==> images/pins.png <==
Drawn at 4 px/um. Pins as bars across the die edge, other pins in gray.
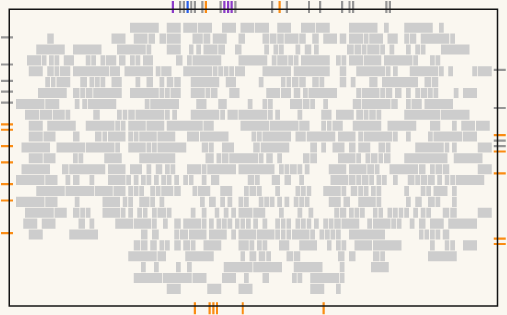
==> images/cell_classes.png <==
Drawn at 3 px/um.
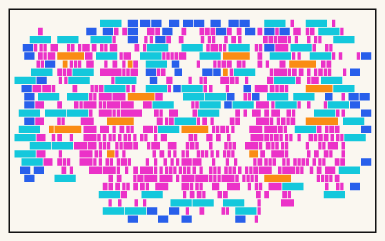
==> images/density.png <==
Drawn at 4 px/um. The die is cut into 12 by 7 equal tiles; black is low, pale yellow is high, 0 to 100% covered.
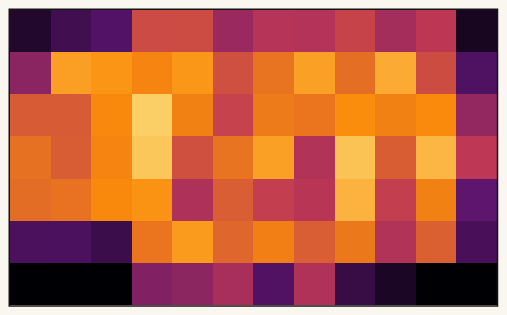
==> images/metal_stack.png <==
Drawn at 3 px/um.
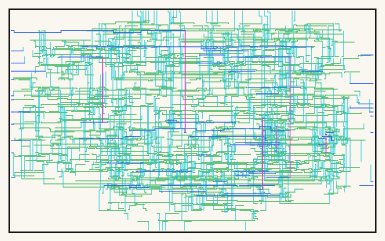
File: src/rtl/bcd_pkg.sv
// Shared widths, FSM state type and digit-validity helper for the BCD-to-binary converter.
package bcd_pkg;

  localparam int unsigned BCD_W      = 4;
  localparam int unsigned NUM_DIGITS = 6;
  localparam int unsigned DATA_W     = 20;
  localparam int unsigned ACC_W      = 24;
  localparam int unsigned SREG_W     = BCD_W * NUM_DIGITS;
  localparam int unsigned CNT_W      = $clog2(NUM_DIGITS);

  typedef enum logic {
    IDLE = 1'b0,
    CALC = 1'b1
  } state_t;

  // True when any packed digit in the word is outside 0..9.
  function automatic logic any_invalid(input logic [SREG_W-1:0] digits);
    logic bad;
    bad = 1'b0;
    for (int unsigned i = 0; i < NUM_DIGITS; i++) begin
      if (digits[i*BCD_W +: BCD_W] > BCD_W'(9)) bad = 1'b1;
    end
    return bad;
  endfunction

endpackage

File: src/rtl/bcd_mac10.sv
// Combinational multiply-by-ten-and-add step: result_c = acc*10 + digit.
module bcd_mac10
  import bcd_pkg::*;
(
  input  logic [ACC_W-1:0] acc,
  input  logic [BCD_W-1:0] digit,
  output logic [ACC_W-1:0] result_c
);

  logic [ACC_W-1:0] times8;
  logic [ACC_W-1:0] times2;

  assign times8   = acc << 3;
  assign times2   = acc << 1;
  assign result_c = times8 + times2 + ACC_W'(digit);

endmodule

File: src/rtl/bcd_to_bin.sv
// Sequential six-digit BCD to 20-bit binary converter, one digit per clock, MSD first.
// Optional invalid-digit detection is enabled by defining BCD_DIGIT_CHECK_EN.
module bcd_to_bin
  import bcd_pkg::*;
(
  input  logic              sys_clk,
  input  logic              sys_rst,
  input  logic              start,
  input  logic [BCD_W-1:0]  unit,
  input  logic [BCD_W-1:0]  ten,
  input  logic [BCD_W-1:0]  hun,
  input  logic [BCD_W-1:0]  tho,
  input  logic [BCD_W-1:0]  t_tho,
  input  logic [BCD_W-1:0]  h_hun,
  output logic              busy,
  output logic              done,
  output logic [DATA_W-1:0] data,
  output logic              err
);

  state_t             state, state_d;
  logic [ACC_W-1:0]   acc, acc_d, mac_c;
  logic [SREG_W-1:0]  sreg, sreg_d;
  logic [CNT_W-1:0]   cnt, cnt_d;
  logic               busy_d, done_d;
  logic [DATA_W-1:0]  data_d;
`ifdef BCD_DIGIT_CHECK_EN
  logic               invalid, invalid_d, err_d;
`endif

  bcd_mac10 u_mac10 (
    .acc      (acc),
    .digit    (sreg[SREG_W-1 -: BCD_W]),
    .result_c (mac_c)
  );

  // Next-state and next-output logic.
  always_comb begin
    state_d   = state;
    acc_d     = acc;
    sreg_d    = sreg;
    cnt_d     = cnt;
    busy_d    = busy;
    done_d    = 1'b0;
    data_d    = data;
`ifdef BCD_DIGIT_CHECK_EN
    invalid_d = invalid;
    err_d     = err;
`endif
    case (state)
      IDLE: begin
        if (start) begin
          state_d = CALC;
          sreg_d  = {h_hun, t_tho, tho, hun, ten, unit};
          acc_d   = '0;
          cnt_d   = '0;
          busy_d  = 1'b1;
`ifdef BCD_DIGIT_CHECK_EN
          invalid_d = any_invalid({h_hun, t_tho, tho, hun, ten, unit});
          err_d     = 1'b0;
`endif
        end
      end
      CALC: begin
        acc_d  = mac_c;
        sreg_d = sreg << BCD_W;
        cnt_d  = cnt + CNT_W'(1);
        if (cnt == CNT_W'(NUM_DIGITS - 1)) begin
          state_d = IDLE;
          busy_d  = 1'b0;
          done_d  = 1'b1;
          data_d  = DATA_W'(mac_c);
`ifdef BCD_DIGIT_CHECK_EN
          if (invalid) begin
            data_d = '0;
            err_d  = 1'b1;
          end
`endif
        end
      end
      default: state_d = IDLE;
    endcase
  end

  always_ff @(posedge sys_clk) begin
    if (sys_rst) begin
      state <= IDLE;
      acc   <= '0;
      sreg  <= '0;
      cnt   <= '0;
      busy  <= 1'b0;
      done  <= 1'b0;
      data  <= '0;
`ifdef BCD_DIGIT_CHECK_EN
      invalid <= 1'b0;
      err     <= 1'b0;
`endif
    end else begin
      state <= state_d;
      acc   <= acc_d;
      sreg  <= sreg_d;
      cnt   <= cnt_d;
      busy  <= busy_d;
      done  <= done_d;
      data  <= data_d;
`ifdef BCD_DIGIT_CHECK_EN
      invalid <= invalid_d;
      err     <= err_d;
`endif
    end
  end

`ifndef BCD_DIGIT_CHECK_EN
  assign err = 1'b0;
`endif

endmodule

File: config.mk
export PLATFORM = sky130hd
export DESIGN_NAME = bcd_to_bin
export DESIGN_NICKNAME = d
export VERILOG_FILES = /design/src/rtl/bcd_pkg.sv /design/src/rtl/bcd_mac10.sv /design/src/rtl/bcd_to_bin.sv
export SDC_FILE = /design/constraint.sdc
export NUM_CORES = 1
export LEC_CHECK = 0
export ABC_AREA = 1
export CAP_MARGIN = 20
export CORE_ASPECT_RATIO = 0.6
export CORE_UTILIZATION = 46
export CTS_CLUSTER_DIAMETER = 100
export CTS_CLUSTER_SIZE = 28
export DETAILED_ROUTE_END_ITERATION = 10
export PLACE_DENSITY = 0.71
export SYNTH_ARGS = -nofsm -noshare
export SYNTH_HDL_FRONTEND = slang
export SYNTH_SLANG_ARGS = --single-unit
File: constraint.sdc
create_clock -name sys_clk -period 2.84 [get_ports sys_clk]
set_input_delay 0.568 -clock sys_clk [delete_from_list [all_inputs] [get_ports sys_clk]]
set_output_delay 0.568 -clock sys_clk [all_outputs]
set_load 0.05 [all_outputs]
==> flow_summary.json <==
{
  "cts_hold_buffers": 0,
  "drc": 0,
  "firstDrtPassIters": 6,
  "cp-end-kind": "flop",
  "setup_viol": 0,
  "grt_pass1_wl_um": 16300,
  "largest_area_cell": "dfxtp_1",
  "status": "completed",
  "fillers": 733,
  "dp_hpwl_um": 7470,
  "ys_sh_adder_pct": 12.4,
  "cts_max_level": 3,
  "cts_inserted_buffers": 9,
  "path_max_fanout": 3,
  "ys_sh_xor_pct": 1.77,
  "synthTopCellsByCount": "nand2_1 (188), inv_1 (83), dfxtp_1 (69), nand3_1 (54), ha_1 (36)",
  "worst_setup_path_start_kind": "flop",
  "die_h_um": 73.8,
  "ys_sh_aoi_pct": 10.4,
  "antenna_cells": 0,
  "grt_pass1_vias": 3334
}
-- pins.png (at the start) --
purple -> unit  # pins 4, direction input, edge top
orange -> data  # pins 20, direction output, edge 7 left, 6 bottom, 5 right, 2 top
blue -> busy  # pins 1, direction output, edge top
all pins by edge = 23 top, 12 left, 9 right, 6 bottom

-- cell_classes.png (at the start) --
magenta -> all other logic  # cells 477
cyan -> flip-flops  # cells 69
blue -> other buffers and delay cells  # cells 58
orange -> clock drivers and dummy loads  # cells 16

-- density.png (at the start) --
densest ninth of the die = middle left
mean over tiles = 52%
emptiest ninth of the die = lower left
fullest tile = 90%

-- metal_stack.png (at the start) --
green -> met1  # wire length 5350 um
magenta -> met4  # wire length 134 um
blue -> met3  # wire length 691 um
cyan -> met2  # wire length 4120 um

==> sequential cells by signal, indices dropped and copies added (netlist names) <==
register  count
acc          19
busy          1
cnt           3
data         20
done          1
sreg         24
state         1
==> worst paths after layout <==
path,slack (ns),end,cells after the start,from
worst max-delay path,0.42,acc[18],13,acc[0]
worst min-delay path,0.45,data[13],2,data[13]
worst max register to register,0.42,acc[18],13,acc[0]
worst min register to register,0.45,data[13],2,data[13]
==> per-stage QoR <==
stage | hold slack (ns) | util (%) | cells | area, um^2 | power [mW]
final | 0.450 | 59.6 | 728 | 4830 | 2.33
after global routing | 0.477 | 59.6 | 728 | 4830 | 2.40
after CTS | 0.453 | 59.6 | 728 | 4830 | 2.34
after detailed placement | 0.439 | 56.0 | 712 | 4540 | 1.23
after global placement | 0.436 | 56.0 | 712 | 4540 | 1.23
after floorplan | 0.440 | - | 568 | 3950 | 1.15
==> worst max-delay path, delay by kind of cell, from the launching register on <==
family                   cells  cell delay, ns
AND-OR/OR-AND                1            0.12
AND/OR/NAND/NOR              8            0.71
adder cells (fa/ha/maj)      2            1.02
flip-flops                   1            0.35
buffers and inverters        2            0.15
==> cell type report <==
cell class,count,share of cell area (%)
clock buffer,9,4.66
clock inverter,7,1.37
inverter,85,6.61
multi-input combinational,392,44.4
sequential,69,28.6
tap,108,2.80
timing repair buffer,58,11.5
==> kinds of logic after synthesis <==
kind of cell / Yosys count
adder cells (fa/ha/maj): 38
other: 1
AND-OR/OR-AND: 67
flip-flops: 69
buffers and inverters: 107
AND/OR/NAND/NOR: 278
XOR/XNOR: 8
==> report_power, final <==
group          switching (mW)  internal [mW]
Combinational           0.122         0.0832
Sequential             0.0157          0.995
Clock                   0.437          0.674
==> placed cells by master (no fill, tap or decap), drive strengths merged <==
| cell type | n |
|---|---|
| a211oi | 1 |
| a21oi | 35 |
| a22o | 8 |
| a22oi | 9 |
| and2 | 1 |
| and3 | 1 |
| buf | 10 |
| bufinv | 1 |
| clkbuf | 9 |
| clkdlybuf4s50 | 48 |
| clkinv | 6 |
| clkinvlp | 1 |
| conb | 1 |
| dfxtp | 69 |
| fa | 2 |
| ha | 36 |
| inv | 84 |
| nand2 | 190 |
| nand2b | 1 |
| nand3 | 57 |
| nand3b | 2 |
| nor2 | 19 |
| nor3 | 4 |
| o211ai | 3 |
| o21ai | 9 |
| o221ai | 1 |
| o31ai | 1 |
| or2 | 3 |
| xnor2 | 4 |
| xor2 | 4 |
==> layer usage <==
layer  up-vias  wire, um  GRT usage, %
met5         -         0             0
met4         0       133          7.96
met3        14       691          7.22
met2       114      4120          33.5
met1      1709      5350          35.5
li1       1900         -             -
Power and IR drop assume default switching activity.
